**Run 1: placement density heat map**

The die is cut into 9 by 8 equal tiles; white is low, dark blue is high, 0 to 100% covered.
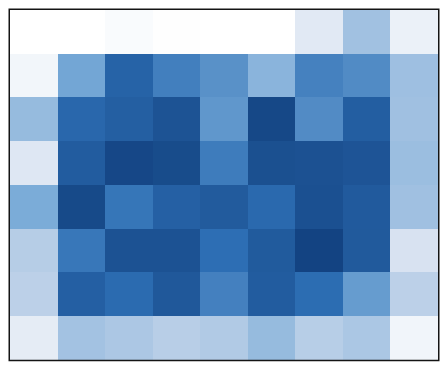
**Run 1: placement view**

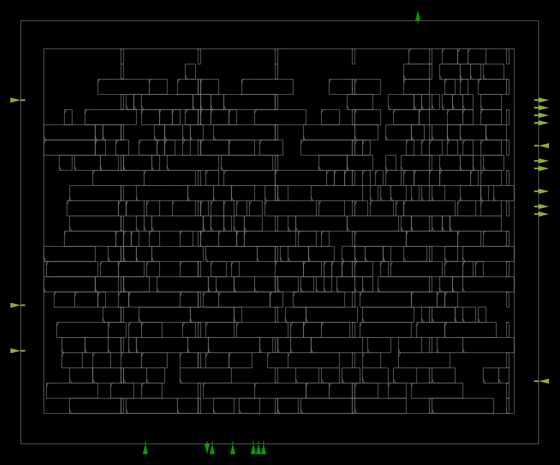
**Run 1: signal wires on met1**

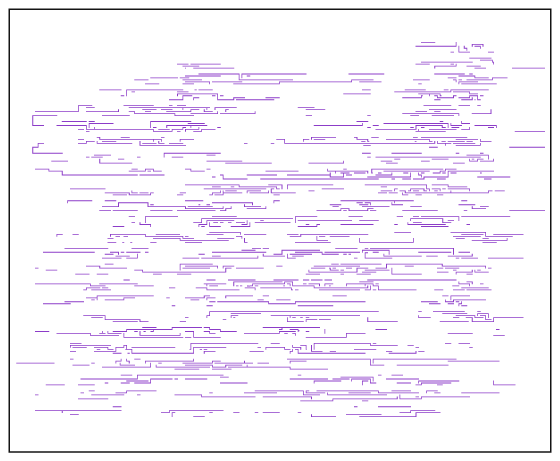
==> src/rtl/bcd_display_driver_pkg.sv <==
// Shared types and constants for the BCD display driver: FSM encodings,
// digit payload, active-low segment patterns and digit-enable codes.
package bcd_display_driver_pkg;

  localparam int unsigned BIN_W   = 8;
  localparam int unsigned BCD_W   = 12;
  localparam int unsigned DIGIT_W = 4;
  localparam int unsigned SEG_W   = 7;
  localparam int unsigned AN_W    = 3;
  localparam int unsigned CNT_W   = 4;
  localparam int unsigned IDX_W   = 2;

  typedef enum logic [1:0] {
    IDLE = 2'd0,
    CONV = 2'd1,
    DONE = 2'd2
  } state_e;

  typedef struct packed {
    logic [DIGIT_W-1:0] hund;
    logic [DIGIT_W-1:0] tens;
    logic [DIGIT_W-1:0] units;
  } digits_t;

  // Active-low segments, bit0 = a ... bit6 = g.
  localparam logic [SEG_W-1:0] SEG_0     = 7'b1000000;
  localparam logic [SEG_W-1:0] SEG_1     = 7'b1111001;
  localparam logic [SEG_W-1:0] SEG_2     = 7'b0100100;
  localparam logic [SEG_W-1:0] SEG_3     = 7'b0110000;
  localparam logic [SEG_W-1:0] SEG_4     = 7'b0011001;
  localparam logic [SEG_W-1:0] SEG_5     = 7'b0010010;
  localparam logic [SEG_W-1:0] SEG_6     = 7'b0000010;
  localparam logic [SEG_W-1:0] SEG_7     = 7'b1111000;
  localparam logic [SEG_W-1:0] SEG_8     = 7'b0000000;
  localparam logic [SEG_W-1:0] SEG_9     = 7'b0010000;
  localparam logic [SEG_W-1:0] SEG_BLANK = 7'b1111111;

  localparam logic [AN_W-1:0] AN_UNITS = 3'b110;
  localparam logic [AN_W-1:0] AN_TENS  = 3'b101;
  localparam logic [AN_W-1:0] AN_HUND  = 3'b011;

  // Double-dabble correction: add 3 to every nibble that is 5 or more.
  function automatic logic [BCD_W-1:0] dabble_adjust(input logic [BCD_W-1:0] bcd);
    logic [BCD_W-1:0] r;
    r = bcd;
    for (int i = 0; i < 3; i++) begin
      if (r[i*4 +: 4] >= 4'd5) begin
        r[i*4 +: 4] = r[i*4 +: 4] + 4'd3;
      end
    end
    return r;
  endfunction

endpackage

==> src/rtl/bcd_display_driver_seg7.sv <==
// Active-low 7-segment decoder: 4-bit code plus blank flag to segments.
module seg7_decoder
  import bcd_display_driver_pkg::*;
(
  input  logic [3:0] code,
  input  logic       blank,
  output logic [6:0] seg_c
);

  always_comb begin
    seg_c = SEG_BLANK;
    if (!blank) begin
      case (code)
        4'd0:    seg_c = SEG_0;
        4'd1:    seg_c = SEG_1;
        4'd2:    seg_c = SEG_2;
        4'd3:    seg_c = SEG_3;
        4'd4:    seg_c = SEG_4;
        4'd5:    seg_c = SEG_5;
        4'd6:    seg_c = SEG_6;
        4'd7:    seg_c = SEG_7;
        4'd8:    seg_c = SEG_8;
        4'd9:    seg_c = SEG_9;
        default: seg_c = SEG_BLANK;
      endcase
    end
  end

endmodule

==> src/rtl/bcd_display_driver.sv <==
// Binary-to-BCD converter (double dabble, one bit per cycle) driving a
// three-digit multiplexed active-low 7-segment display.
module bcd_display_driver
  import bcd_display_driver_pkg::*;
#(
  parameter int unsigned SCAN_DIV = 1000
) (
  input  logic       clk,
  input  logic       rst_n,
  input  logic [7:0] y,
  input  logic       blank_lz,
  output logic [6:0] seg,
  output logic [2:0] an,
  output logic       busy
);

  localparam int unsigned SCAN_W = (SCAN_DIV > 1) ? $clog2(SCAN_DIV) : 1;

  state_e             state;
  state_e             next_state;
  logic               load_c;
  logic               shift_c;
  logic               commit_c;

  logic [BIN_W-1:0]   bin_q;
  logic [BIN_W-1:0]   cap_q;
  logic [BCD_W-1:0]   bcd_q;
  logic [CNT_W-1:0]   bit_cnt;
  logic [BIN_W-1:0]   last_val;
  digits_t            digits_q;

  logic [SCAN_W-1:0]  scan_cnt;
  logic [IDX_W-1:0]   digit_idx;
  logic [DIGIT_W-1:0] sel_code_c;
  logic               sel_blank_c;

  // FSM state register
  always_ff @(posedge clk or negedge rst_n) begin
    if (!rst_n) begin
      state <= IDLE;
    end else begin
      state <= next_state;
    end
  end

  // FSM next-state logic
  always_comb begin
    next_state = state;
    unique case (state)
      IDLE:    if (y != last_val) next_state = CONV;
      CONV:    if (bit_cnt == CNT_W'(1)) next_state = DONE;
      DONE:    next_state = IDLE;
      default: next_state = IDLE;
    endcase
  end

  // FSM control decode
  always_comb begin
    load_c   = 1'b0;
    shift_c  = 1'b0;
    commit_c = 1'b0;
    unique case (state)
      IDLE:    load_c   = (y != last_val);
      CONV:    shift_c  = 1'b1;
      DONE:    commit_c = 1'b1;
      default: ;
    endcase
  end

  // Conversion datapath; cap_q keeps the sampled value since bin_q is shifted out
  always_ff @(posedge clk or negedge rst_n) begin
    if (!rst_n) begin
      bin_q    <= '0;
      cap_q    <= '0;
      bcd_q    <= '0;
      bit_cnt  <= '0;
      last_val <= '0;
      digits_q <= '0;
    end else begin
      if (load_c) begin
        bin_q   <= y;
        cap_q   <= y;
        bcd_q   <= '0;
        bit_cnt <= CNT_W'(BIN_W);
      end else if (shift_c) begin
        {bcd_q, bin_q} <= {dabble_adjust(bcd_q), bin_q} << 1;
        bit_cnt        <= bit_cnt - CNT_W'(1);
      end
      if (commit_c) begin
        digits_q <= digits_t'(bcd_q);
        last_val <= cap_q;
      end
    end
  end

  // busy tracks the state being entered, so it is high exactly in CONV/DONE
  always_ff @(posedge clk or negedge rst_n) begin
    if (!rst_n) begin
      busy <= 1'b0;
    end else begin
      busy <= (next_state != IDLE);
    end
  end

  // Free-running digit scan
  always_ff @(posedge clk or negedge rst_n) begin
    if (!rst_n) begin
      scan_cnt  <= '0;
      digit_idx <= '0;
    end else if (scan_cnt == SCAN_W'(SCAN_DIV - 1)) begin
      scan_cnt  <= '0;
      digit_idx <= (digit_idx == IDX_W'(2)) ? '0 : digit_idx + IDX_W'(1);
    end else begin
      scan_cnt <= scan_cnt + SCAN_W'(1);
    end
  end

  // Digit select, leading-zero blanking and anode decode
  always_comb begin
    sel_code_c  = digits_q.units;
    sel_blank_c = 1'b0;
    an          = AN_UNITS;
    unique case (digit_idx)
      IDX_W'(1): begin
        sel_code_c  = digits_q.tens;
        sel_blank_c = blank_lz && (digits_q.hund == '0) && (digits_q.tens == '0);
        an          = AN_TENS;
      end
      IDX_W'(2): begin
        sel_code_c  = digits_q.hund;
        sel_blank_c = blank_lz && (digits_q.hund == '0);
        an          = AN_HUND;
      end
      default: ;
    endcase
  end

  seg7_decoder u_seg7 (
    .code  (sel_code_c),
    .blank (sel_blank_c),
    .seg_c (seg)
  );

endmodule

==> config.mk <==
export PLATFORM = sky130hd
export DESIGN_NAME = bcd_display_driver
export DESIGN_NICKNAME = d
export VERILOG_FILES = /design/src/rtl/bcd_display_driver_pkg.sv /design/src/rtl/bcd_display_driver_seg7.sv /design/src/rtl/bcd_display_driver.sv
export SDC_FILE = /design/constraint.sdc
export NUM_CORES = 1
export LEC_CHECK = 0
export CORE_ASPECT_RATIO = 0.8
export CORE_MARGIN = 4
export CORE_UTILIZATION = 60
export CTS_BUF_LIST = sky130_fd_sc_hd__clkbuf_4 sky130_fd_sc_hd__clkbuf_8
export DETAILED_ROUTE_END_ITERATION = 8
export PLACE_DENSITY = 0.85
export SLEW_MARGIN = 30
export SYNTH_ARGS = -nofsm -noshare
export SYNTH_HDL_FRONTEND = slang
export SYNTH_HIERARCHICAL = 1
export SYNTH_SLANG_ARGS = --single-unit
==> constraint.sdc <==
create_clock -name clk -period 6.45 [get_ports clk]
set_clock_uncertainty 0.15 [all_clocks]
set_input_delay 1.29 -clock clk [delete_from_list [all_inputs] [get_ports clk]]
set_output_delay 1.29 -clock clk [all_outputs]
set_load 0.01 [all_outputs]
==> notes.md, run 1 <==
The layout was made with Yosys and OpenROAD.

The combinational cell fraction of total power is 38.3%. The power attributed to sequential cells is 674 uW. The run finished with clean final reports. The clock passes through at most 2 buffers. The repair_antennas step left the layout with diodes totalling 0. The end point of the critical path is seg[0]. The most repeated cell in the gate-level netlist after synthesis is sky130_fd_sc_hd__dfrtp_1. The chip width is 92.70 um. The final report gives the core utilization as 71.36%. For reference, the critical path cell chain is inv_1 -> ha_1 -> or4b_2 -> nor4b_2 -> nor2_1 -> a21oi_1 -> clkdlybuf4s50_1.

The launch point of the worst min-delay path is recorded as scan_cnt[0]. The overall routing resource usage is 19.75%. Entering global routing, the biggest net connects 68 pins. Hold is met by 316.0 ps.

Per the synth stats, the flop cell with the highest instance count is sky130_fd_sc_hd__dfrtp_1. The power report lists cell-internal power as 1126 uW. The setup check on the worst reg-to-reg path leaves a slack of 4380 ps. The first global-routing pass estimated 10590 um of wire.

The final non-filler cell total is 418. Summed over all cells, the static leakage comes to 0.001711 uW. The clock-pin slew on the worst setup and hold paths is 70 ps. The capturing point of the worst reg2reg path is bin_q[4]. Overall power consumption after layout is estimated at 1721 uW.

The number of setup violations in the final report is 0. The gate family responsible for the most delay along the worst path is simple AND/OR/NAND/NOR gates. After filler insertion, the fill cell instance count of the layout stands at 392. The sequential area share after synthesis is 48.69%. The met1 track utilization from global routing is 26.27%. The H-tree depth is 3.

Warnings reported by Yosys during synthesis add up to 6. Signal nets in the final route climb as high as met4. The number of setup buffers added after CTS is 0. The timing report gives the biggest stage delay along the critical path as 630 ps. The average instance in the mapped netlist occupies 10.97 um2. The number of warnings the tools reported is 37. The combined area of the multi-input logic cells is 1643 um2. The script computed the net switching share of total power as 34.57%. For this run, asynchronously set or reset flops after synthesis account for 100.0%. The remaining antenna violation count is 0. The number of nets in the synthesized netlist is 343. The global routing report lists met2 layer usage as 31.51%. The die is 75.76 um tall. The share of total power in sequential cells is 39.1%. The achievable frequency is 206.2 MHz. For this run, the post-layout net count is 364.

The post-detailed-route via-to-cell ratio is 5.467. The biggest cell category by area in the final layout is registers. STA classifies the critical path endpoint as an output port. Counting buffers and inverters, the worst setup path is 7 cells deep. The layer flagged by global routing as most heavily used is met2.

Before placement the cells fill 62.66% of the core. The final timing report lists a max-slew violation count of 0.
-- 'placement density heat map' (at the start) --
mean over tiles = 55%
nearly empty tiles = 6.9%
tiles over 75% full = 40%

-- 'placement view' (at the start) --
count of standard-cell rows: 24
num sequential: 67

-- 'signal wires on met1' (at the start) --
nets with wire on the layer = 329
main direction = horizontal
share of all routed wire = 49%

**Run 1: M2 wires**

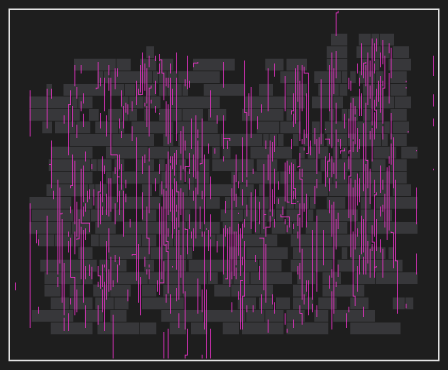

==> run 2, diff against run 1 <==
--- a/config.mk
+++ b/config.mk
@@ -7,10 +7,10 @@
 export LEC_CHECK = 0
 export CORE_ASPECT_RATIO = 0.8
 export CORE_MARGIN = 4
-export CORE_UTILIZATION = 60
+export CORE_UTILIZATION = 55
 export CTS_BUF_LIST = sky130_fd_sc_hd__clkbuf_4 sky130_fd_sc_hd__clkbuf_8
 export DETAILED_ROUTE_END_ITERATION = 8
-export PLACE_DENSITY = 0.85
+export PLACE_DENSITY = 0.82
 export SLEW_MARGIN = 30
 export SYNTH_ARGS = -nofsm -noshare
 export SYNTH_HDL_FRONTEND = slang
==> constraint.sdc (replaced) <==
create_clock -name clk -period 4.2 [get_ports clk]
set_clock_uncertainty 0.15 [all_clocks]
set_input_delay 0.84 -clock clk [delete_from_list [all_inputs] [get_ports clk]]
set_output_delay 0.84 -clock clk [all_outputs]
set_load 0.01 [all_outputs]
**Run 2: M2 wires**

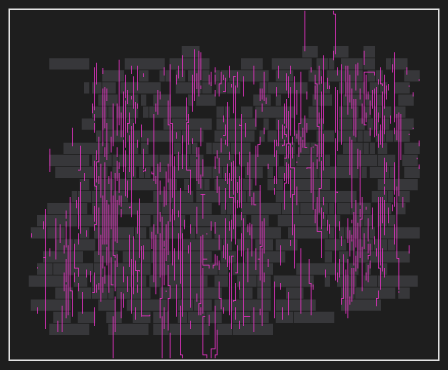
wire length on this layer = 2840 um
nets with wire on the layer = 300
via total after detailed routing: 2326
wire length reported by the detailed router: 6284 um
met2 demand-to-capacity share in global routing: 27.69%

==> run 2 against run 1 <==
Effect of this change:
- worst setup slack worse by 1400 ps
- utilization shrank 5.5 points
- flip-flop count unchanged
- largest power group unchanged
==> notes.md, run 2 <==
The layout was made with Yosys and OpenROAD.

In the synthesized netlist the dominant register cell turns out to be sky130_fd_sc_hd__dfrtp_1. The synthesized cell area is 3443 um2. The number of clock-tree buffers in the layout is 9. The achievable frequency is 251.3 MHz.

The delay of the slowest cell on the worst path was 610 ps (-20 ps). The power attributed to sequential cells is 1040 uW (+54%). The largest net degree at the start of global routing is 51 (-25%). The antenna diode count is 0 (unchanged). The fraction of area in clock buffers and inverters is 5.058%.

The total leakage power is 0.001722 uW (+0.63%). For this run the aggregate overflow at the end of global routing stands at 0. The sequential area share after synthesis is 48.69% (unchanged). The effective utilization at floorplan came to 57.33% (-5.3 points).

The async set-or-reset flop fraction in the synthesized netlist is 100.0% (unchanged). The relative area of non-clock buffer cells in the final design is 6.386%. The H-tree depth is 3 (unchanged). The final hold slack is 308.5 ps (-7.528 ps). The number of cells on the critical path is 9 (+2). The combinational cell fraction of total power was 39.2% (+0.9 points). Traced cell by cell, the critical path runs through inv_1 -> ha_4 -> or4b_2 -> nor4b_2 -> buf_4 -> buf_4 -> nor3b_2 -> a21oi_1 -> clkdlybuf4s50_1. The post-route netlist has 18.26% of its cells at a drive strength greater than 1. The detailed-routed wire length on met2 is 2835 um.

The combined area of the multi-input logic cells is 1659 um2 (+0.99%). For this design, the slowest cell found on the critical path is sky130_fd_sc_hd__or4b_2. The y dimension of the die is 78.77 um (+4.0%). For reference, the critical path is captured by seg[3]. The type of destination of the critical path is an output port. The switching fraction of total power was 35.70% (+1.1 points). The chip width came to 96.46 um (+4.1%).

The gate family responsible for the most delay along the worst path is buffers and inverters. The via count of the first global-routing pass is 2242. The largest buffer count on any clock path was 2 (unchanged). The final non-filler cell total came to 426 (+1.9%). The number of setup buffers added after CTS is 0 (unchanged).

The mean post-synth cell area was 10.97 um2 (unchanged). The final layout report lists a non-clock inverter count of 18. The final sequential cell count is 67 (unchanged). The met1 track utilization from global routing is 26.18% (-0.084 points).

The total power came to 2593 uW (+51%). The worst hold path startpoint is scan_cnt[0]. The most repeated cell in the gate-level netlist after synthesis is sky130_fd_sc_hd__dfrtp_1. Across all setup checks in the final design, the least slack found is 220.8 ps. The final critical path takes up 94.74% of the cycle.

The flow ran to the end, and the final reports show no timing, DRC or antenna violations. The remaining antenna violation count is 0 (unchanged). The final design utilization is 65.90% (-5.5 points). The net count of the finished layout is 369 (+1.4%). The post-detailed-route via-to-cell ratio is 5.460 (-0.12%). The top layer reached by signal wires is met4. The share of total power in sequential cells is 40.0% (+0.9 points). The number of warnings the tools reported is 37 (unchanged).

The internal power contribution is 1667 uW (+48%). The max-slew violation count was 0 (unchanged). The overall routing resource usage is 18.64% (-1.1 points). The global-route wire length before repair is 10920 um (+3.1%). The clock-pin slew on the worst setup and hold paths is 70 ps (about the same). The number of setup violations in the final report was 0 (unchanged). The minimum setup slack among reg-to-reg paths is 2140 ps (-2240 ps). The number of standard-cell rows in the floorplan came to 25 (+4.2%).

The clock sink count is 67. The most utilized layer in the global route result is met2. Per the timing report, the most critical flop-to-flop path finishes at bin_q[5]. Looking at the area split, the leading class of cells is registers. The Yosys warning count is 6 (unchanged). The number of nets in the synthesized netlist was 343 (unchanged).
**Run 2: placement view**

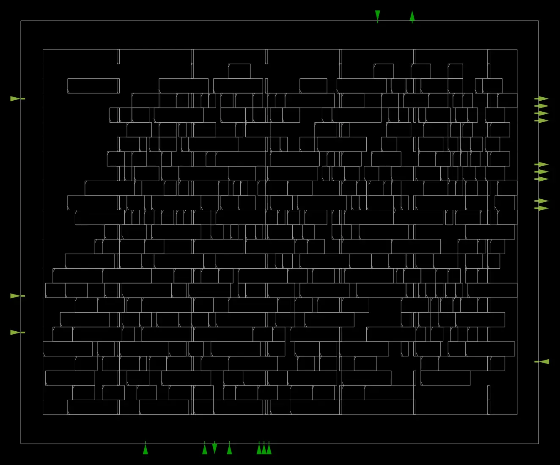
floorplan core area: 6006 um2
filler instances: 483

**Run 2: placement density heat map**

The die is cut into 10 by 8 equal tiles; white is low, dark blue is high, 0 to 100% covered.
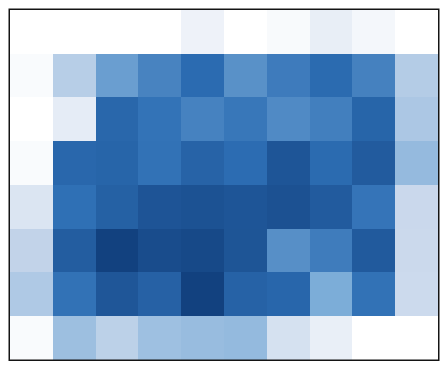

==> run 3, diff against run 2 <==
--- a/config.mk
+++ b/config.mk
@@ -6,7 +6,6 @@
 export NUM_CORES = 1
 export LEC_CHECK = 0
 export CORE_ASPECT_RATIO = 0.8
-export CORE_MARGIN = 4
 export CORE_UTILIZATION = 55
 export CTS_BUF_LIST = sky130_fd_sc_hd__clkbuf_4 sky130_fd_sc_hd__clkbuf_8
 export DETAILED_ROUTE_END_ITERATION = 8
**Run 3: placement density heat map**

The die is cut into 9 by 7 equal tiles; white is low, dark blue is high, 0 to 100% covered.
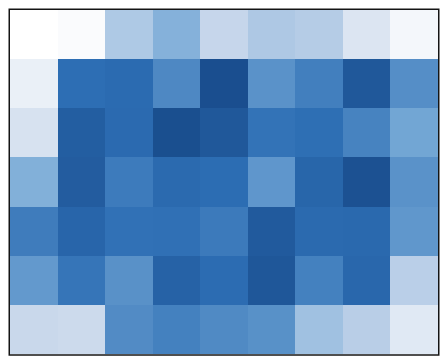
emptiest ninth of the die = north-west
nearly empty tiles = 1.6%
mean over tiles = 58%
tiles over 75% full = 33%
fullest tile = 88%
final standard cell utilization of the core: 65.91%
floorplan core area: 5974 um2
Pre-Place Util: 57.63%

**Run 3: placement view**

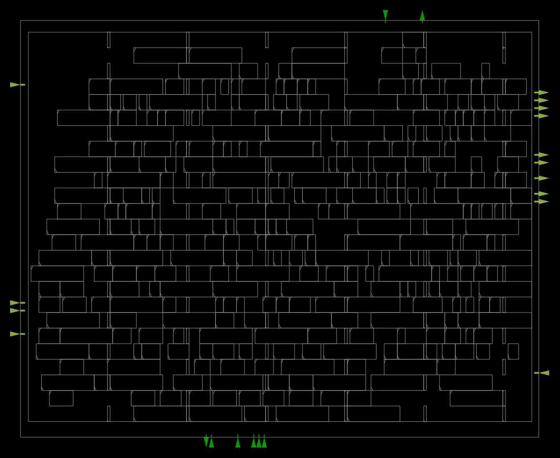
count of standard-cell rows: 25
Seq/total area: 42.58%
Tap Cells: 81

==> run 3 against run 2 <==
Effect of this change:
- hold slack got worse by 30 ps
- wire length increased by 1.4%
- clock-buffer cell count increased by 3
- die area decreased by 13%
- sequential share of layout area increased by 0.22 points
- synthesized cell count unchanged
- total power increased by 0.84%
- clock power increased by 3%
==> notes.md, run 3 <==
The layout was made with Yosys and OpenROAD.

The clock-pin slew on the worst setup and hold paths is 80 ps (about the same). The remaining antenna violation count is 0 (unchanged). The met1 track utilization from global routing came to 27.72% (+1.5 points). The gate family responsible for the most delay along the worst path is simple AND/OR/NAND/NOR gates. The layer flagged by global routing as most heavily used is met2. The run finished with clean final reports. The biggest cell category by area in the final layout is registers. The capturing point of the worst reg2reg path is bin_q[1]. By instance count, the leading cell after synthesis is sky130_fd_sc_hd__dfrtp_1.

The sum of routed wire length over all layers is 6369 um (+1.4%). The mean post-synth cell area is 10.97 um2 (unchanged). The net count of the finished layout came to 366 (-0.81%). The final clock period utilization by the worst path came to 96.22% (+1.5 points). The global-route wire length before repair was 10900 um (-0.18%).

The top layer reached by signal wires is met4. The number of nets in the synthesized netlist is 343 (unchanged). The number of warnings the tools reported was 37 (unchanged). The delay of the slowest cell on the worst path is 610 ps (about the same). The total power is 2614 uW (+0.84%).

The combinational cell fraction of total power is 39.2% (about the same). The minimum setup slack among reg-to-reg paths is 2110 ps (-30 ps). Per the STA report, the cell with the highest stage delay on the worst path is sky130_fd_sc_hd__or4b_2.

The number of setup violations in the final report is 0 (unchanged). The combined area of the multi-input logic cells is 1657 um2 (-0.15%). The post-detailed-route via-to-cell ratio is 5.603 (+2.6%).

The chip width came to 90.46 um (-6.2%). The final non-filler cell total came to 423 (-0.70%). The worst path setup slack after routing was 158.7 ps (-62.15 ps). The share of total power in sequential cells is 39.7% (-0.3 points). The largest buffer count on any clock path came to 2 (unchanged). The relative area of non-clock buffer cells in the final design is 5.783% (-0.60 points). The y dimension of the die is 72.77 um (-7.6%).

The total overflow reported by the global router is 0 (unchanged). The detailed-routed wire length on met2 was 3093 um (+9.1%). The total leakage power is 0.001716 uW (-0.32%).

The max-slew violation count was 0 (unchanged). The Yosys warning count was 6 (unchanged). The largest net degree at the start of global routing was 49 (-3.9%). The synthesized cell area was 3443 um2 (unchanged).

The switching fraction of total power came to 34.84% (-0.86 points). The number of clock-tree buffers in the layout is 12 (+3). The number of cells on the critical path is 8 (-1).

The report lists the cells along the critical path as inv_1 -> ha_4 -> or4b_2 -> nor4b_2 -> buf_4 -> nor2_1 -> a21oi_1 -> clkdlybuf4s50_1. The power attributed to sequential cells was 1040 uW (about the same).
Power and IR drop assume default switching activity.
